Fig. 1: register map, names as in the netlist
Bar = 20 um. Other sequential cells in the stronger grey, the rest of the logic in the fainter grey.
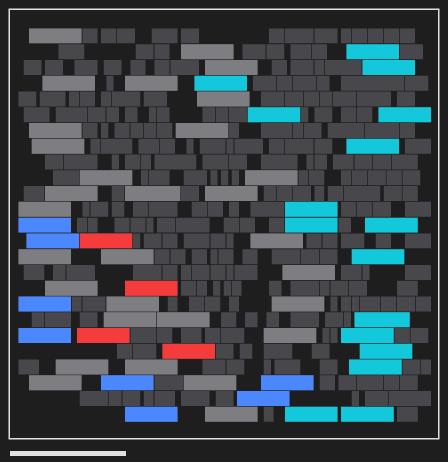
Fig. 2: gate families picked out
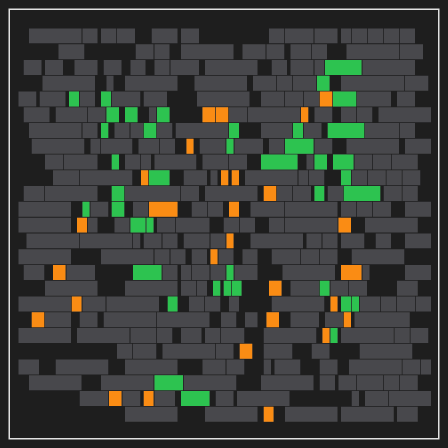
Fig. 3: placement by cell class
Bar = 20 um.
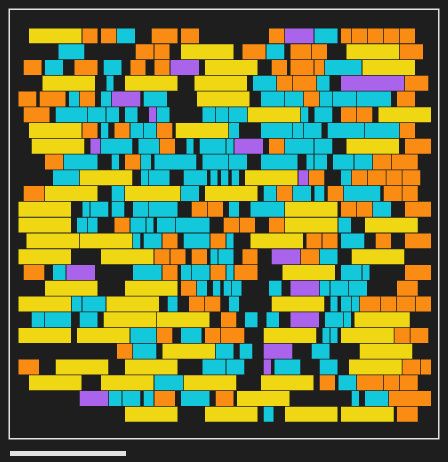
Fig. 4: metal layers overlaid
Bar = 20 um. Two of the layers only.
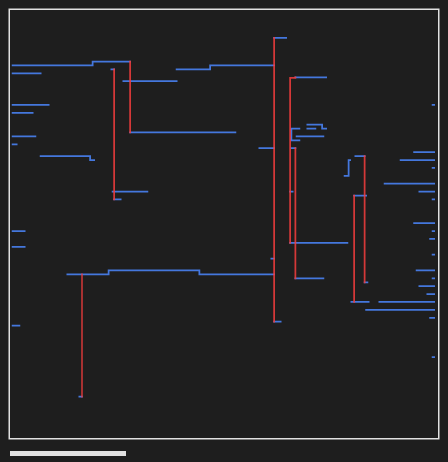
Fig. 5: congestion heat map
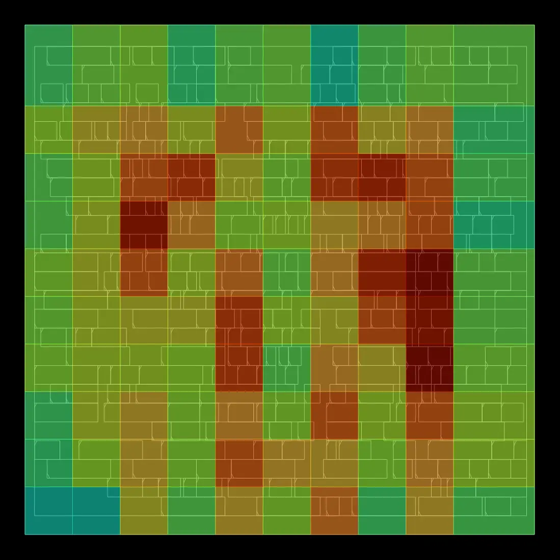
**config.mk**
```make
export PLATFORM = sky130hd
export DESIGN_NAME = activity_mode_ctrl
export DESIGN_NICKNAME = d
export VERILOG_FILES = /design/src/rtl/activity_mode_ctrl.sv
export SDC_FILE = /design/constraint.sdc
export NUM_CORES = 1
export LEC_CHECK = 0
export ABC_CLOCK_PERIOD_IN_PS = 1500
export CORE_MARGIN = 1
export CORE_UTILIZATION = 48
export CTS_CLUSTER_SIZE = 10
export DETAILED_ROUTE_END_ITERATION = 7
export PLACE_DENSITY = 0.73
export SYNTH_ARGS = -nofsm -noshare
export SYNTH_HDL_FRONTEND = slang
export SYNTH_SLANG_ARGS = --single-unit
```
**constraint.sdc**
```tcl
create_clock -name clk -period 1.5 [get_ports clk]
set_input_delay 0.3 -clock clk [delete_from_list [all_inputs] [get_ports clk]]
set_output_delay 0.3 -clock clk [all_outputs]
set_load 0.005 [all_outputs]
```
**src/rtl/activity_mode_ctrl.sv**
```systemverilog
// activity_mode_ctrl: synchronizes and debounces the four activity buttons and runs the
// activity mode FSM (at most one of Run/Walk/Cycle high) with a 1 s tick and session counters.
module activity_mode_ctrl #(
    parameter int DEBOUNCE_CYCLES = 4,
    parameter int TICK_DIV        = 10
) (
    input  logic        clk,
    input  logic        rst,
    input  logic        btn_run,
    input  logic        btn_walk,
    input  logic        btn_cycle,
    input  logic        btn_stop,
    output logic        Run,
    output logic        Walk,
    output logic        Cycle,
    output logic [1:0]  active_mode,
    output logic        tick,
    output logic [15:0] session_sec,
    output logic [7:0]  mode_changes
);

    localparam int NBTN      = 4;
    localparam int BTN_RUN   = 0;
    localparam int BTN_WALK  = 1;
    localparam int BTN_CYCLE = 2;
    localparam int BTN_STOP  = 3;
    localparam int CNT_W     = $clog2(DEBOUNCE_CYCLES);
    localparam int PRE_W     = $clog2(TICK_DIV);
    localparam logic [CNT_W-1:0] DEB_LAST = CNT_W'(DEBOUNCE_CYCLES - 1);
    localparam logic [PRE_W-1:0] PRE_LAST = PRE_W'(TICK_DIV - 1);

    typedef enum logic [1:0] {
        ST_IDLE  = 2'd0,
        ST_RUN   = 2'd1,
        ST_WALK  = 2'd2,
        ST_CYCLE = 2'd3
    } state_e;

    function automatic logic [15:0] sat_inc16(input logic [15:0] v, input logic en);
        if (en && (v != 16'hFFFF)) begin
            return v + 16'd1;
        end else begin
            return v;
        end
    endfunction

    function automatic logic [7:0] sat_inc8(input logic [7:0] v, input logic en);
        if (en && (v != 8'hFF)) begin
            return v + 8'd1;
        end else begin
            return v;
        end
    endfunction

    // Pressing the button of the mode already running toggles back to idle.
    function automatic state_e select_mode(input state_e cur, input state_e target);
        if (cur == target) begin
            return ST_IDLE;
        end else begin
            return target;
        end
    endfunction

    logic [NBTN-1:0]            btn_raw_s;
    logic [NBTN-1:0]            sync1_q;
    logic [NBTN-1:0]            sync2_q;
    logic [NBTN-1:0]            deb_q;
    logic [NBTN-1:0]            deb_d;
    logic [NBTN-1:0]            deb_prev_q;
    logic [NBTN-1:0]            press_s;
    logic [NBTN-1:0][CNT_W-1:0] cnt_q;
    logic [NBTN-1:0][CNT_W-1:0] cnt_d;

    state_e                     state_q;
    state_e                     state_d;
    logic                       state_change_s;

    logic [PRE_W-1:0]           pre_q;
    logic [PRE_W-1:0]           pre_d;
    logic                       tick_q;
    logic                       tick_d;
    logic [15:0]                sec_q;
    logic [15:0]                sec_d;
    logic [7:0]                 chg_q;
    logic [7:0]                 chg_d;
    logic                       run_q;
    logic                       walk_q;
    logic                       cycle_q;

    assign btn_raw_s = {btn_stop, btn_cycle, btn_walk, btn_run};
    assign press_s   = deb_q & ~deb_prev_q;

    // Debounce next-state: a level change is accepted after DEBOUNCE_CYCLES stable samples.
    always_comb begin
        deb_d = deb_q;
        cnt_d = cnt_q;
        for (int b = 0; b < NBTN; b++) begin
            if (sync2_q[b] == deb_q[b]) begin
                cnt_d[b] = '0;
            end else if (cnt_q[b] == DEB_LAST) begin
                deb_d[b] = sync2_q[b];
                cnt_d[b] = '0;
            end else begin
                cnt_d[b] = cnt_q[b] + CNT_W'(1);
            end
        end
    end

    // Two-flop synchronizers, debounce levels and the previous level for edge detection.
    always_ff @(posedge clk or negedge rst) begin
        if (!rst) begin
            sync1_q    <= '0;
            sync2_q    <= '0;
            deb_q      <= '0;
            deb_prev_q <= '0;
            cnt_q      <= '0;
        end else begin
            sync1_q    <= btn_raw_s;
            sync2_q    <= sync1_q;
            deb_q      <= deb_d;
            deb_prev_q <= deb_q;
            cnt_q      <= cnt_d;
        end
    end

    // Mode selection with priority stop > run > walk > cycle.
    always_comb begin
        state_d = state_q;
        if (press_s[BTN_STOP]) begin
            state_d = ST_IDLE;
        end else if (press_s[BTN_RUN]) begin
            state_d = select_mode(state_q, ST_RUN);
        end else if (press_s[BTN_WALK]) begin
            state_d = select_mode(state_q, ST_WALK);
        end else if (press_s[BTN_CYCLE]) begin
            state_d = select_mode(state_q, ST_CYCLE);
        end else begin
            state_d = state_q;
        end
    end

    assign state_change_s = (state_d != state_q);

    // Prescaler restarts on every mode change so a partial second is never carried over.
    always_comb begin
        pre_d  = pre_q;
        tick_d = (state_q != ST_IDLE) && (pre_q == PRE_LAST);
        sec_d  = sat_inc16(sec_q, tick_q);
        chg_d  = sat_inc8(chg_q, state_change_s);
        if (state_change_s) begin
            pre_d = '0;
        end else if (state_q == ST_IDLE) begin
            pre_d = '0;
        end else if (pre_q == PRE_LAST) begin
            pre_d = '0;
        end else begin
            pre_d = pre_q + PRE_W'(1);
        end
    end

    // Mode FSM with activity levels registered from the next state.
    always_ff @(posedge clk or negedge rst) begin
        if (!rst) begin
            state_q <= ST_IDLE;
            run_q   <= 1'b0;
            walk_q  <= 1'b0;
            cycle_q <= 1'b0;
        end else begin
            state_q <= state_d;
            run_q   <= (state_d == ST_RUN);
            walk_q  <= (state_d == ST_WALK);
            cycle_q <= (state_d == ST_CYCLE);
        end
    end

    // Prescaler, tick and saturating session counters.
    always_ff @(posedge clk or negedge rst) begin
        if (!rst) begin
            pre_q  <= '0;
            tick_q <= 1'b0;
            sec_q  <= 16'd0;
            chg_q  <= 8'd0;
        end else begin
            pre_q  <= pre_d;
            tick_q <= tick_d;
            sec_q  <= sec_d;
            chg_q  <= chg_d;
        end
    end

    assign Run          = run_q;
    assign Walk         = walk_q;
    assign Cycle        = cycle_q;
    assign active_mode  = state_q;
    assign tick         = tick_q;
    assign session_sec  = sec_q;
    assign mode_changes = chg_q;

endmodule
```
==> ci_impl_report.md <==
## Synthesis and layout report

| Metric | Value |
|---|---|
| Total clock buffers created by CTS | `9` |
| FP Core Util | `51.1%` |
| Int Power | `4.31 mW` |
| Global-route met2 utilization | `36.7%` |
| Synthesis area per yosys | `0.00248 mm2` |
| Area Growth Syn to Fin | `54.0%` |
| Power Total | `6.27 mW` |
| Layout cell share with drive strength beyond 1 | `42.1%` |
| Late-Pin Clk Latency | `0.33 ns` |
| Cell taking the most area after synthesis | `dfrtp_1` |
| Final Max Tran Viols | `0` |
| Nets | `331` |
| Met3 WL | `251 um` |
| Hold WC Path Type | `reg -> reg` |
| Fin cells | `388` |
| Syn_area_per_cell | `12.3 um2` |
| Met3 Use GR | `7.54%` |
| PD cells | `1640 mW/mm2` |
| DP HPWL | `3150 um` |
| Crit-path cells | `nand2b_4, and2_4, o2111a_2, o22ai_4, nand4_1, mux2_4` |
| Worst r2r path cells | `6` |
| I/O Pins | `36` |
| Fin crit period | `1.70 ns` |
| Dpl ws | `-0.189 ns` |
| Setup crit end | `mode_changes[4]$_DFFE_PN0P_` |
| Filler Cells Inserted | `298` |
| Lkg Pwr | `2.04 nW` |
| FMAX | `0.589 GHz` |
| Pin count of the biggest net entering global routing | `59` |
| Crit path buf inv count | `0` |
| YS warnings | `0` |
| Cell depth of the worst setup path | `6` |
| R2r setup slk | `-0.20 ns` |
| Asr flop ratio synth | `100%` |
| Vias in the first global route | `1987` |
| Cells after Synth | `202` |
| Violated checks | `negative setup slack` |
| # hold bufs at CTS | `1` |
| Die outline width | `73.8 um` |
| Met1 Resource Use GR | `22.1%` |
| Critical path startpoint | `deb_prev_q[3]$_DFF_PN0_` |
| Post-synth EDFFs | `0` |
| GRT Residual Overflow | `0` |
| Worst hold slack | `0.350 ns` |
| DR WL met2 | `2940 um` |
| Worst IR drop on VDD | `1.04 mV` |
| Mux frac, synth | `3.18%` |
| Clk pin slew, worst setup/hold paths | `0.06 ns` |
| Cell Type Count | `39` |
| Dominant cell by count in the synthesized netlist | `dfrtp_1` |
| Clock Skew | `0.00558 ns` |
| Most frequent cells in the layout | `buf_4, dfrtp_1, dlygate4sd2_1` |
| Area share, top type | `58.6%` |
| CTS tree | `yes` |
| Reg2reg start | `deb_prev_q[3]$_DFF_PN0_` |
| Routability cong. | `0.847` |
| Area of the mapped netlist | `0.00248 mm2` |
| Fa+ha+maj area frac | `4.04%` |
| Status | `finished, violations left` |
| Worst Path Arrival | `1.91 ns` |
| # setup viols final | `17` |
| Sw Ratio | `31.3%` |
| Top delay family on crit path | `simple AND/OR/NAND/NOR gates` |
| Die Area | `0.00545 mm2` |
| ANT cells | `0` |
| Critical path endpoint category | `flip-flop` |
| Critical path class | `reg -> reg` |
| Min-Delay Startpoint | `sync1_q[1]$_DFF_PN0_` |
| Final instance area | `0.00381 mm2` |
| Bufs on Longest Clock Path | `2` |
| Top post-synthesis cells by count | `dfrtp_1, xnor2_1, nor2_1` |
| Max reg flops | `16` |
| RSZ-0062 raised after global routing | `true` |
| Slew HR | `79.6%` |
| CTS Root Cell | `clkbuf_8` |
| Cts repair resizes | `34` |
| Vias/cell | `5.03` |
| GRT Resource Usage Total | `21.1%` |
| Worst path setup slack after routing | `-0.198 ns` |
| Floorplan Nets | `216` |
| Xor/xnor share | `8.84%` |
| DR DRC count | `0` |
| WP data required | `1.71 ns` |
| Most used logic cell in the final layout | `buf_4` |
| Antenna violations before repair | `0` |
| # clock sinks | `58` |
| Port bufs | `35` |
| Flops after synth | `58` |
| Predominant post-synthesis flop cell | `dfrtp_1` |
| Routed Antenna Nets | `0` |
| Flop pwr share | `34.9%` |
| DRT Wirelength | `5720 um` |
| Top non-seq family | `simple AND/OR/NAND/NOR gates` |
| Capturing point of the worst reg2reg path | `mode_changes[4]$_DFFE_PN0P_` |
| Global-route wire length before repair | `8360 um` |
| Post-layout util | `78.6%` |
| DR iter-0 viols | `62` |
| Hold endpoint | `sync2_q[1]$_DFF_PN0_` |
| Hold path depth | `0` |
| Complex Gates by Area | `5.41%` |
| Top cells by area | `dfrtp_1, xnor2_1, ha_1, xor2_1, nand3_1` |
| Die height | `73.8 um` |
| Max Cap Viol | `0` |
| Setup TNS | `-1.73 ns` |
## Picture notes: Fig. 1
cnt_q -> blue  # flops 8
deb_q -> red  # flops 4
session_sec -> cyan  # flops 16

## Picture notes: Fig. 2
NOR gates -> orange  # cells 28
NAND gates -> green  # cells 40

## Picture notes: Fig. 3
other buffers and delay cells -> orange  # cells 106, share of their area 25%
combinational and other logic -> cyan  # cells 142, share of their area 31%
clock drivers and dummy loads -> purple  # cells 15, share of their area 5.0%
flops -> yellow  # cells 58, share of their area 39%

## Picture notes: Fig. 4
metal 4 -> red  # wire length 197 um
metal 3 -> blue  # wire length 251 um

## Picture notes: Fig. 5
wire per inst: 14.8 um
GR peak layer: met2

[power by group through the flow]
stage | logic [mW] | registers, mW | clock network (mW)
2_1_floorplan | 1.24 | 2.24 | 0
3_3_place_gp | 2.15 | 2.22 | 0
3_5_place_dp | 2.22 | 2.24 | 0
4_1_cts | 2.49 | 2.19 | 1.41
5_1_grt | 2.98 | 2.23 | 1.46
6_report | 2.71 | 2.19 | 1.37
[area by class of cell]
type,instances,area (um2),area share [%]
Multi-Input combinational cell,136,1150,30.2
Sequential cell,58,1450,38.1
Inverter,6,22.5,0.591
Tap cell,67,83.8,2.20
Clock buffer,12,145,3.81
Timing Repair Buffer,106,916,24.0
Clock inverter,3,40.0,1.05
Power and IR drop assume default switching activity.
